Figure 1. Congestion heat map (run 1).
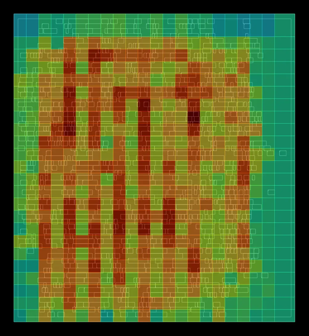
Figure 2. Sizing map (run 1).
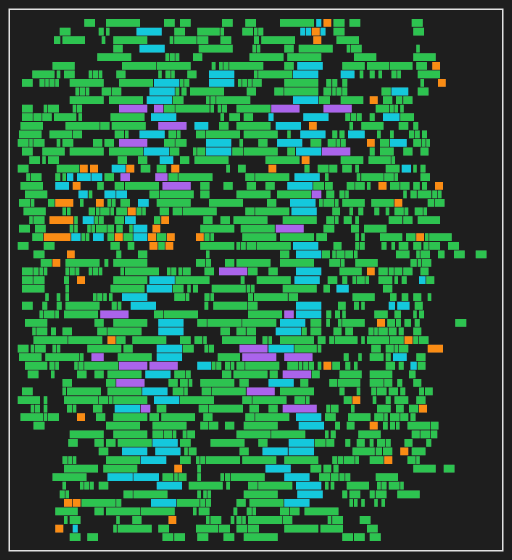
Figure 3. Cell area per tile (run 1).
The bar under the picture is 50 um long. 16 x 17 tiles, from dark blue (low) to red (high), 0 to 100% covered.
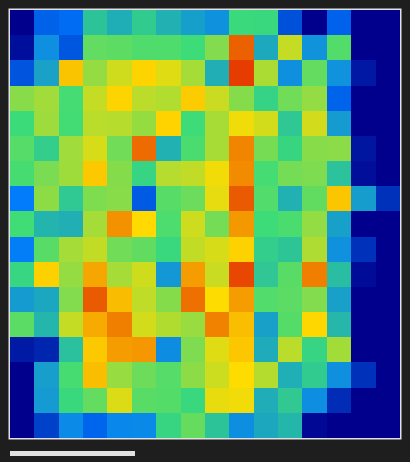
Figure 4. Placed cells, one colour a class (run 1).
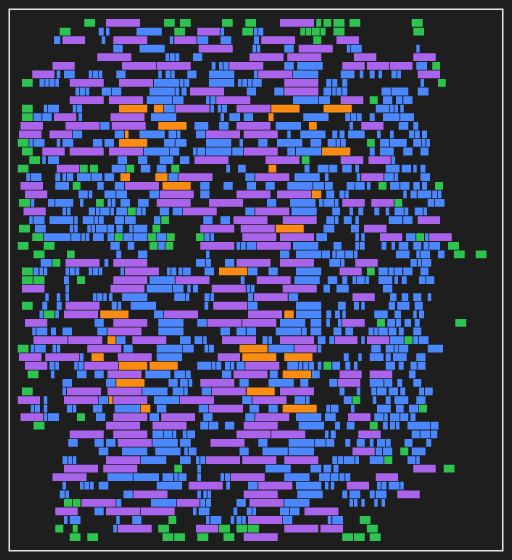
`src/rtl/pipelined_processing_unit.sv`:
```
// Pipelined LC-3 style register file + ALU with operand forwarding.
// One issue cycle (operand capture) and one execute/writeback cycle.
module pipelined_processing_unit #(
    parameter int DATA_W = 16,
    parameter int ADDR_W = 3,
    parameter int IMM_W  = 5
) (
    input  logic              i_CLK,
    input  logic              i_RST,
    input  logic              i_VALID,
    input  logic [1:0]        i_ALUK,
    input  logic [ADDR_W-1:0] i_DR,
    input  logic [ADDR_W-1:0] i_SR1,
    input  logic [ADDR_W-1:0] i_SR2,
    input  logic              i_IMM_SEL,
    input  logic [IMM_W-1:0]  i_IMM,
    input  logic              i_LD_REG,
    input  logic              i_LD_CC,
    input  logic              i_BUS_LD,
    input  logic [ADDR_W-1:0] i_BUS_DR,
    input  logic [DATA_W-1:0] i_BUS,
    output logic [DATA_W-1:0] o_RESULT,
    output logic              o_RESULT_VALID,
    output logic              o_N,
    output logic              o_Z,
    output logic              o_P
);

    localparam int NREG = 2 ** ADDR_W;

    localparam logic [1:0] ALU_ADD  = 2'b00;
    localparam logic [1:0] ALU_AND  = 2'b01;
    localparam logic [1:0] ALU_NOT  = 2'b10;
    localparam logic [1:0] ALU_PASS = 2'b11;

    logic [DATA_W-1:0] r_rf [NREG];

    logic              r_ex_valid;
    logic [DATA_W-1:0] r_ex_a;
    logic [DATA_W-1:0] r_ex_b;
    logic [1:0]        r_ex_aluk;
    logic [ADDR_W-1:0] r_ex_dr;
    logic              r_ex_ld_reg;
    logic              r_ex_ld_cc;

    logic [DATA_W-1:0] r_result;
    logic              r_result_valid;
    logic              r_n;
    logic              r_z;
    logic              r_p;

    logic [DATA_W-1:0] w_alu;
    logic              w_ex_wr;
    logic [DATA_W-1:0] w_imm_ext;
    logic [DATA_W-1:0] w_src_a;
    logic [DATA_W-1:0] w_src_b;
    logic [DATA_W-1:0] w_op_b;

    assign w_ex_wr   = r_ex_valid & r_ex_ld_reg;
    assign w_imm_ext = {{(DATA_W-IMM_W){i_IMM[IMM_W-1]}}, i_IMM};
    assign w_op_b    = i_IMM_SEL ? w_imm_ext : w_src_b;

    // ALU on the captured EX operands
    always_comb begin
        w_alu = '0;
        unique case (r_ex_aluk)
            ALU_ADD:  w_alu = r_ex_a + r_ex_b;
            ALU_AND:  w_alu = r_ex_a & r_ex_b;
            ALU_NOT:  w_alu = ~r_ex_a;
            ALU_PASS: w_alu = r_ex_a;
            default:  w_alu = '0;
        endcase
    end

    // Operand A: EX result beats bus load beats register file
    always_comb begin
        w_src_a = r_rf[i_SR1];
        if (w_ex_wr && r_ex_dr == i_SR1)
            w_src_a = w_alu;
        else if (i_BUS_LD && i_BUS_DR == i_SR1)
            w_src_a = i_BUS;
    end

    // Operand B register path, same priority as operand A
    always_comb begin
        w_src_b = r_rf[i_SR2];
        if (w_ex_wr && r_ex_dr == i_SR2)
            w_src_b = w_alu;
        else if (i_BUS_LD && i_BUS_DR == i_SR2)
            w_src_b = i_BUS;
    end

    // Issue: capture forwarded operands and control into EX
    always_ff @(posedge i_CLK) begin
        if (i_RST) begin
            r_ex_valid  <= 1'b0;
            r_ex_a      <= '0;
            r_ex_b      <= '0;
            r_ex_aluk   <= '0;
            r_ex_dr     <= '0;
            r_ex_ld_reg <= 1'b0;
            r_ex_ld_cc  <= 1'b0;
        end else begin
            r_ex_valid <= i_VALID;
            if (i_VALID) begin
                r_ex_a      <= w_src_a;
                r_ex_b      <= w_op_b;
                r_ex_aluk   <= i_ALUK;
                r_ex_dr     <= i_DR;
                r_ex_ld_reg <= i_LD_REG;
                r_ex_ld_cc  <= i_LD_CC;
            end
        end
    end

    // Register file write: EX writeback wins over a bus load to the same reg
    always_ff @(posedge i_CLK) begin
        if (i_RST) begin
            for (int i = 0; i < NREG; i++)
                r_rf[i] <= '0;
        end else begin
            for (int i = 0; i < NREG; i++) begin
                if (w_ex_wr && r_ex_dr == ADDR_W'(i))
                    r_rf[i] <= w_alu;
                else if (i_BUS_LD && i_BUS_DR == ADDR_W'(i))
                    r_rf[i] <= i_BUS;
            end
        end
    end

    // Result register and one-cycle valid pulse per executed op
    always_ff @(posedge i_CLK) begin
        if (i_RST) begin
            r_result       <= '0;
            r_result_valid <= 1'b0;
        end else begin
            r_result_valid <= r_ex_valid;
            if (r_ex_valid)
                r_result <= w_alu;
        end
    end

    // Condition codes from the executed result
    always_ff @(posedge i_CLK) begin
        if (i_RST) begin
            r_n <= 1'b0;
            r_z <= 1'b1;
            r_p <= 1'b0;
        end else if (r_ex_valid && r_ex_ld_cc) begin
            r_n <= w_alu[DATA_W-1];
            r_z <= (w_alu == '0);
            r_p <= !w_alu[DATA_W-1] && (w_alu != '0);
        end
    end

    assign o_RESULT       = r_result;
    assign o_RESULT_VALID = r_result_valid;
    assign o_N            = r_n;
    assign o_Z            = r_z;
    assign o_P            = r_p;

endmodule

```
`config.mk`:
```
export PLATFORM = sky130hd
export DESIGN_NAME = pipelined_processing_unit
export DESIGN_NICKNAME = d
export VERILOG_FILES = /design/src/rtl/pipelined_processing_unit.sv
export SDC_FILE = /design/constraint.sdc
export NUM_CORES = 1
export LEC_CHECK = 0
export ABC_AREA = 0
export CORE_ASPECT_RATIO = 1.1
export CORE_MARGIN = 2
export CORE_UTILIZATION = 45
export CTS_CLUSTER_DIAMETER = 80
export DETAILED_ROUTE_END_ITERATION = 6
export HOLD_SLACK_MARGIN = 0.02
export PLACE_DENSITY = 0.61
export REMOVE_ABC_BUFFERS = 1
export SYNTH_ARGS = -nofsm -noshare
export SYNTH_HDL_FRONTEND = slang
export SYNTH_SLANG_ARGS = --single-unit
```
`constraint.sdc`:
```
create_clock -name i_CLK -period 7.7 [get_ports i_CLK]
set_clock_uncertainty 0.1 [all_clocks]
set_input_delay 1.925 -clock i_CLK [delete_from_list [all_inputs] [get_ports i_CLK]]
set_output_delay 1.925 -clock i_CLK [all_outputs]
set_load 0.02 [all_outputs]
```
==> run summary, run 1 <==
Mapped Cells: 1060
PwrDens: 203 nW/um^2
CTS tree: done
layout cells sized above 1: 16.4%
Antenna diodes: 0
pin count of the biggest net entering global routing: 67
die area: 26800 sq um
post-synthesis sequential area ratio: 44.0%
Die Y: 171 um
ANT nets after route: 0
most numerous logic cell after layout: nor2_1
Total Routed Length: 33.6 mm
Crit Path Category: in -> reg
Least-Margin Pin Slew: 1160 ps
critical path endpoint category: flop
Cell variety after synth: 60
yosys warns: 0
Detail Placement HPWL: 21.7 mm
Worst Setup SP: i_BUS_LD
# Cells Yosys: 1060
Fillers: 2252
Via density: 6.32
CP startpoint kind: input port
hold-fix buffers at CTS: 0
WHS: 367 ps
Hold Startpoint: o_N
Total GRT Usage: 25.8%
setup bufs post-CTS: 0
number of enable flip-flop cells: 128
number of synthesized register bits: 188
first-pass GRT wire length: 51.5 mm
Final Max-Slew Violation Tally: 0
initial antenna violation count: 0
clock sinks: 188
clk latency late pin: 430 ps
MaxCap Viol Count: 0
Biggest register: r_rf
tool warnings: 25
post-layout net count: 1129
root buffer cell: clkbuf_16
Syn Area/Cell: 10.8 sq um
Max Buffers Root-to-Sink: 2
H-tree level count: 4
crit path DAT: 4110 ps
drt initial violations: 714
worst slack, placed: 3130 ps
worst IR drop on VDD: 156 uV
Die Wd: 156 um
GPL Wtd Cong: 0.834
final hold viol count: 0
yosys stat area: 11500 sq um
Pre-antenna DRT Iters: 5
Slew Limit Headroom: 22.3%
post-CTS resize count: 0
fp util: 45.5%
Vias: 8832
RSZ-0062 raised after global routing: no
CP Max Fanout: 17
f_max: 241 MHz
Final Setup Violations: 0
crit share post-route: 53.9%
status: finished clean
TritonCTS buffer count: 17
CP Data Required Time: 7660 ps
drc violations: 0
R2R Path Start: r_ex_a[0]
Mapped Area: 11500 sq um
Main synth FF type: edfxtp_1
IO Pins: 62
Setup TNS: 0 ps
min cycle time layout: 4150 ps
max reg flops: 128
Leak: 4.75 nW
total power: 0.00264 W
number of global-route vias before repair: 8525
worst hold path class: reg -> reg
async set-reset flop share out of synthesis: 0%
Worst-path clk slew: 70 ps
GR Overflow Total: 0
most numerous logic cells after layout: nor2_1 (131), edfxtp_1 (128), a22o_1 (90), nand2_1 (79), mux4_2 (64)
PortBufs: 61
About Figure 1:
Global Route met3 Usage: 3.60%
Avg WL per Cell: 24.0 um

About Figure 2:
| colour | size | cells | most used |
|---|---|---|---|
| purple | drive 6 and up | 26 | clkbuf_16 |
| cyan | drive 2 | 100 | mux4_2 |
| orange | drive 3 to 4 | 52 | buf_4 |
| green | drive 1 or less | 905 | nor2_1 |
non-clock buffer total of the final layout: 105
final worst setup slack: 3550 ps
area growth from synthesis to layout: 13.3%
final instance area: 13000 sq um

About Figure 3:
nearly empty tiles: 12%
mean over tiles: 47%
tiles over 75% full: 14%
fullest tile: 93%

About Figure 4:
| colour | class | cells | share of their area |
|---|---|---|---|
| orange | clock drivers and dummy loads | 32 | 4.7% |
| purple | flip-flops | 188 | 40% |
| blue | all other logic | 758 | 48% |
| green | other buffers and delay cells | 105 | 7.3% |
core area: 25200 sq um
row count: 61
post-layout util: 51.5%

==> run 1: metal layers <==
layer	up-vias	global-route usage, %	routed length [um]
met1	4372	34.8	14300
li1	4062	-	-
met3	48	3.60	2220
met2	350	43.6	16300
met5	-	0	0
met4	0	7.54	750
==> run 1: where the power goes <==
group	switching [W]	total [W]	internal, W
clock	0.000412	0.000900	0.000488
sequential	0.0000409	0.00119	0.00115
combinational	0.000324	0.000551	0.000226
total	0.000777	0.00264	0.00186
==> run 1: per-stage QoR <==
stage	area (sq um)	instances
6_report	13000	1398
4_1_cts	13000	1398
2_1_floorplan	11000	946
3_3_place_gp	12400	1366
5_1_grt	13000	1398
3_5_place_dp	12400	1366
==> run 1: kinds of logic after synthesis <==
logic type	count (synthesis)	share of synthesized area [%]
mux	121	17.6
xor+xnor	40	3.06
buf+inv	126	4.62
fa+ha+maj	17	1.92
simple gates	286	11.0
flops	188	44.0
compound gates	282	17.9
==> run 1: path summary, 6_finish.rpt <==
path                                   end  slack [ps]  depth (start not counted)
worst max register to register         o_Z        3820                         11
worst min-delay path                   o_N         370                          2
worst max-delay path            r_rf[1][8]        3550                          6
worst min register to register         o_N         370                          2
==> run 1: critical path: stages <==
cell and delay (ps):
clkdlybuf4s50_1 580, nor2b_1 330, nand2b_1 230, nor4_2 170, buf_4 270, or3_1 600
==> run 1: cells in the mapped netlist (8+ instances only) <==
cell        n  area (sq um)
edfxtp_1  128          3840
o21ai_0    36           180
mux4_2     64          1440
nor2_1    131           492
a21oi_1    60           300
xor2_1     19           166
nor3_1     34           170
a22oi_1     8          60.1
nand2_1    79           297
buf_1       9          33.8
dfxtp_1    60          1200
inv_1      11          41.3
buf_2      21           105
mux2i_1    56           561
a22o_1     90           788
clkbuf_1   79           297
ha_1       16           200
xnor2_1    21           184
a211oi_1   45           338
==> run 1: layout make-up <==
cell class                      instances  area (sq um)  area share [%]
Timing Repair Buffer                  105           913            7.04
Clock inverter                         13           154            1.19
Clock buffer                           19           433            3.33
Sequential cell                       188          5040            38.9
Tap cell                              315           394            3.04
Multi-Input combinational cell        746          6000            46.2
Inverter                               12          45.0           0.347
Figure 5. Signal metal coverage by tile (run 1).
The bar under the picture is 50 um long. 31 x 34 tiles, from dark blue (low) to red (high), scaled to the fullest tile. Values are wire area over tile area, all layers added.
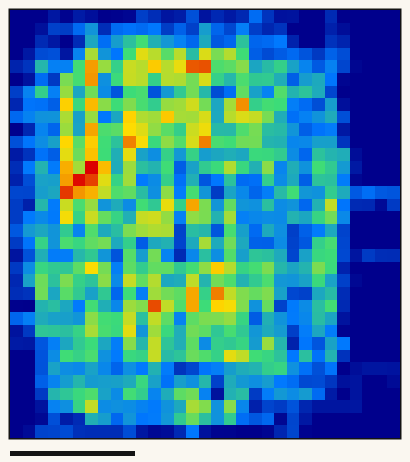

==> run 2: changes to the inputs <==
- PLACE_DENSITY: 0.61 -> 0.63
- clock period: 7.7 -> 3.5 ns (I/O delays scaled with it)
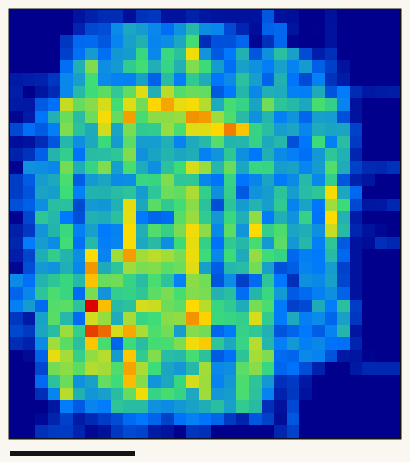
Figure 6: run 2, signal metal coverage by tile.
The bar under the picture is 50 um long. 31 x 34 tiles, from dark blue (low) to red (high), scaled to the fullest tile. Values are wire area over tile area, all layers added.
nearly empty tiles: 17%
mean over tiles: 0.22
emptiest ninth of the die: lower right
fullest tile: 0.73
Vias: 9165
Total Routed Length: 35.5 mm
Total GRT Usage: 26.9%
Avg WL per Cell: 25.0 um

==> run summary, run 2 <==
post-layout net count: 1151 (+1.9%)
critical path endpoint category: flop
Max stage delay on crit path: 420 ps (-180 ps)
PwrDens: 439 nW/um^2 (+120%)
first-pass GRT wire length: 53.0 mm (+2.9%)
Die Wd: 156 um (unchanged)
core area: 25200 sq um (unchanged)
dpl cell area: 12700 sq um (+2.3%)
post-CTS resize count: 0 (unchanged)
post-synth top area share: 33.5% (unchanged)
Mapped Area: 11500 sq um (unchanged)
yosys stat area: 11500 sq um (unchanged)
drc violations: 0 (unchanged)
crit path DAT: 3420 ps (-690 ps)
f_max: 309 MHz
Mapped Cells: 1060 (unchanged)
Detail Placement HPWL: 22.6 mm (+3.9%)
Top cells by area: edfxtp_1 (34%), mux4_2 (13%), dfxtp_1 (10%)
min cycle time layout: 3240 ps
Antenna diodes: 0 (unchanged)
Final Setup Violations: 0 (unchanged)
CP startpoint kind: flop
Crit path top cell by count: a21oi_1
status: finished clean
setup bufs post-CTS: 0 (unchanged)
Biggest register: r_rf
hold-fix buffers at CTS: 0 (unchanged)
Post-synth top cells: nor2_1 (131), edfxtp_1 (128), a22o_1 (90)
worst IR drop on VDD: 359 uV (+130%)
area growth from synthesis to layout: 15.6%
Die Y: 171 um (unchanged)
Leak: 4.89 nW (+3.0%)
final hold viol count: 0 (unchanged)
CP cell instances: ha_1 -> fa_1 -> a21o_1 -> a22oi_1 -> o2111ai_1 -> a21oi_1 -> a21oi_1 -> xnor2_1 -> a221oi_2 -> buf_4 -> nand2_1 -> a21oi_1
Syn Area/Cell: 10.8 sq um (unchanged)
final instance area: 13200 sq um (+2.1%)
max reg flops: 128 (unchanged)
# Cells Yosys: 1060 (unchanged)
ANT nets after route: 0 (unchanged)
-- run 2: path summary, 6_finish.rpt --
check / cells past startpoint / from / slack, ps / endpoint
setup / recovery: 12 / r_ex_a[0] / 260 / r_rf[7][14]
hold reg to reg: 2 / o_N / 370 / o_N
hold / removal: 2 / o_N / 370 / o_N
setup reg to reg: 12 / r_ex_a[0] / 260 / r_rf[7][14]
-- run 2: metrics by stage --
step | TNS, ps | hold WS, ps | cells | worst slack (ps) | utilization (%)
after CTS | 0 | 369 | 1420 | 242 | 52.6
after global placement | 0 | 361 | 1388 | 350 | 50.3
final | 0 | 373 | 1420 | 260 | 52.6
after floorplan | -15770 | 343 | 946 | -641 | -
after global routing | 0 | 387 | 1420 | 68.3 | 52.6
after detailed placement | 0 | 354 | 1388 | 267 | 50.3
-- run 2: logic make-up after synthesis --
kind of cell,share of synthesized area (%)
AOI/OAI and AO/OA,17.9
xor gates and xnor gates,3.06
adders and majority gates,1.92
buffers and inverters,4.62
DFF,44.0
muxes,17.6
and+or+nand+nor,11.0
-- run 2: area by class of cell --
type / count / area, sq um
multi-input combinational: 746 / 5990
clock inverter: 12 / 138
tap: 315 / 394
fill: 2156 / 11900
timing repair buffer: 127 / 1200
sequential: 188 / 5040
clock buffer: 20 / 437
inverter: 12 / 45.0
-- run 2: power by group --
part | total (W) | internal, W | switching [W]
logic | 0.00126 | 0.000535 | 0.000723
registers | 0.00262 | 0.00253 | 0.0000933
clock network | 0.00194 | 0.00106 | 0.000878
-- run 2: layer usage --
layer / global-route usage [%] / up-vias / wire [um]
met3: 4.33 / 93 / 2720
met4: 10.5 / 0 / 1250
met1: 34.9 / 4511 / 14000
met2: 45.3 / 439 / 17500
li1: - / 4122 / -
met5: 0 / - / 0
-- run 2: worst max-delay path, delay by kind of cell (launching register included) --
| family | cells | cell delay (ps) |
|---|---|---|
| DFF | 1 | 340 |
| buffers and inverters | 1 | 260 |
| and+or+nand+nor | 1 | 70 |
| AOI/OAI and AO/OA | 7 | 1490 |
| xor gates and xnor gates | 1 | 150 |
| adders and majority gates | 2 | 680 |
==> run 3: changes to the inputs <==
- SKIP_CTS_REPAIR_TIMING: unset -> 1
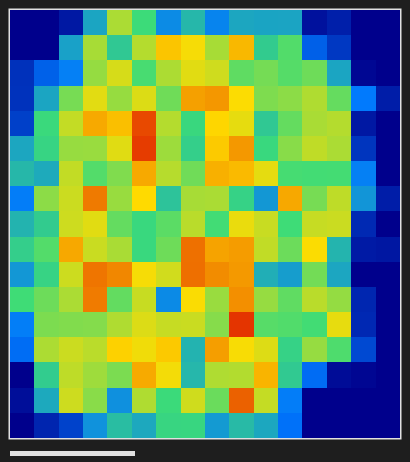
Figure 7: run 3, cell area per tile.
The bar under the picture is 50 um long. 16 x 17 tiles, from dark blue (low) to red (high), 0 to 100% covered.
mean over tiles: 48%
tiles over 75% full: 13%
fullest tile: 94%
post-layout util: 52.6%
fp util: 45.5%

==> run summary, run 3 <==
final hold viol count: 0 (unchanged)
Leak: 4.89 nW (unchanged)
Via density: 6.45
root buffer cell: clkbuf_16
Post-synth top cells: nor2_1 (131), edfxtp_1 (128), a22o_1 (90)
area fraction in mux cells: 17.6% (unchanged)
ANT nets after route: 0 (unchanged)
yosys stat area: 11500 sq um (unchanged)
Syn Area/Cell: 10.8 sq um (unchanged)
Vias: 9165 (unchanged)
Worst path depth: 12 (unchanged)
max reg flops: 128 (unchanged)
CP startpoint kind: flop
Worst-path clk slew: 70 ps
layout cells sized above 1: 17.7%
Hold Startpoint: o_N
GPL Wtd Cong: 0.831
hold depth: 2 (unchanged)
area growth from synthesis to layout: 15.6% (unchanged)
first-pass GRT wire length: 53.0 mm (unchanged)
min cycle time layout: 3240 ps (unchanged)
Total GRT Usage: 26.9% (unchanged)
Crit path top cell by count: a21oi_1
Mapped Cells: 1060 (unchanged)
Total Routed Length: 35.5 mm (unchanged)
Mapped Area: 11500 sq um (unchanged)
f_max: 309 MHz (unchanged)
number of enable flip-flop cells: 128
drt initial violations: 859
R2R Setup Slk: 260 ps (about the same)
GR Overflow Total: 0
R2R Path Start: r_ex_a[0]
clock sinks: 188
most numerous logic cell after layout: nor2_1
Final Setup Violations: 0 (unchanged)
Crit Path Category: reg -> reg
Detail Placement HPWL: 22.6 mm (unchanged)
Main synth FF type: edfxtp_1
Biggest register: r_rf
Least-Margin Pin Slew: 1220 ps
post-layout net count: 1151 (unchanged)
Avg WL per Cell: 25.0 um (unchanged)
xor/xnor share: 3.06% (unchanged)
Seq. cell area: 5040 sq um (unchanged)
critical path endpoint category: flop
Fillers: 2156 (unchanged)
crit path DAT: 3420 ps (about the same)
post-synthesis sequential area ratio: 44.0%
Antenna diodes: 0 (unchanged)
cells on worst reg2reg path: 12 (unchanged)
number of global-route vias before repair: 8714
Compound Share, Synth: 17.9% (unchanged)
post-synth top area share: 33.5% (unchanged)
Worst Hold End: o_N
Top cells by area: edfxtp_1 (34%), mux4_2 (13%), dfxtp_1 (10%)
cell taking the most area after synthesis: edfxtp_1
# Cells Yosys: 1060 (unchanged)
Die Wd: 156 um (unchanged)
CP bufs+invs: 1 (unchanged)
Max Buffers Root-to-Sink: 2
Adder Area Share: 1.92% (unchanged)
status: finished clean
Max stage delay on crit path: 420 ps (about the same)
Main logic family: AND-OR/OR-AND gates
Die Y: 171 um (unchanged)
TritonCTS buffer count: 17
PwrDens: 439 nW/um^2 (unchanged)
total power: 0.00582 W
logic area: 5990 sq um (unchanged)
CP cell instances: ha_1 -> fa_1 -> a21o_1 -> a22oi_1 -> o2111ai_1 -> a21oi_1 -> a21oi_1 -> xnor2_1 -> a221oi_2 -> buf_4 -> nand2_1 -> a21oi_1
pin count of the biggest net entering global routing: 57
Setup TNS: 0 ps (unchanged)
core area: 25200 sq um (unchanged)
Simple-Gate Area Share: 11.0% (unchanged)
Worst R2R End: r_rf[7][14]
most numerous logic cells after layout: nor2_1 (131), edfxtp_1 (128), a22o_1 (90), nand2_1 (79), mux4_2 (64)
worst IR drop on VDD: 359 uV (unchanged)
drc violations: 0 (unchanged)
cell family with most CP delay: AND-OR/OR-AND gates
==> run 3: cell counts after synthesis <==
No cell type changed its count.
==> run 3: final cells by class <==
cell class / instances / share of cell area [%]
clock buffers: 20 / 3.30
well taps: 315 / 2.97
flip-flops and latches: 188 / 38.1
repair buffers: 127 / 9.08
clock inverters: 12 / 1.04
multi-input cells: 746 / 45.2
inverters: 12 / 0.340
==> run 3: how the worst max path moves through the flow <==
stage / startpoint / slack [ps] / end
2_1_floorplan: i_SR2[2] / -640 / r_ex_b[13]
3_3_place_gp: r_ex_a[0] / 350 / r_rf[7][14]
3_5_place_dp: r_ex_a[0] / 270 / r_rf[7][14]
4_1_cts: r_ex_a[0] / 240 / r_rf[7][14]
5_1_grt: r_ex_a[0] / 70 / r_rf[7][14]
6_report: r_ex_a[0] / 260 / r_rf[7][14]
==> run 3: kinds of logic after synthesis <==
| kind of cell | after synthesis |
|---|---|
| adder cells (fa/ha/maj) | 17 |
| multiplexers | 121 |
| flip-flops | 188 |
| AND-OR/OR-AND | 282 |
| XOR/XNOR | 40 |
| buffers and inverters | 126 |
| AND/OR/NAND/NOR | 286 |
==> run 3: worst min-delay path, cell delays in order, from the launching register on <==
cell and delay, ps:
dfxtp_1 320, nand2_1 60, a21oi_1 50
==> run 3: power breakdown <==
| group | total (W) | leakage (nW) | internal, W | switching, W |
|---|---|---|---|---|
| sequential | 0.00262 | 1.83 | 0.00253 | 0.0000933 |
| combinational | 0.00126 | 2.78 | 0.000535 | 0.000723 |
| clock | 0.00194 | 0.278 | 0.00106 | 0.000878 |
==> run 3: metal layers <==
metal | vias up | track usage [%] | share of wire, % | routed length, um
met5 | - | 0 | 0 | 0
met2 | 439 | 45.3 | 49 | 17500
met4 | 0 | 10.5 | 3.5 | 1250
met3 | 93 | 4.33 | 7.7 | 2720
met1 | 4511 | 34.9 | 39 | 14000
li1 | 4122 | - | - | -
==> run 3: through the flow <==
step / setup WS, ps / instance area, sq um / hold WS (ps) / instances
floorplan: -641 / 11000 / 343 / 946
global placement: 350 / 12700 / 361 / 1388
detailed placement: 267 / 12700 / 354 / 1388
CTS: 242 / 13200 / 369 / 1420
global route: 68.3 / 13200 / 387 / 1420
finish: 260 / 13200 / 373 / 1420
Power figures rest on the tool's default switching activity, not on a simulated workload.
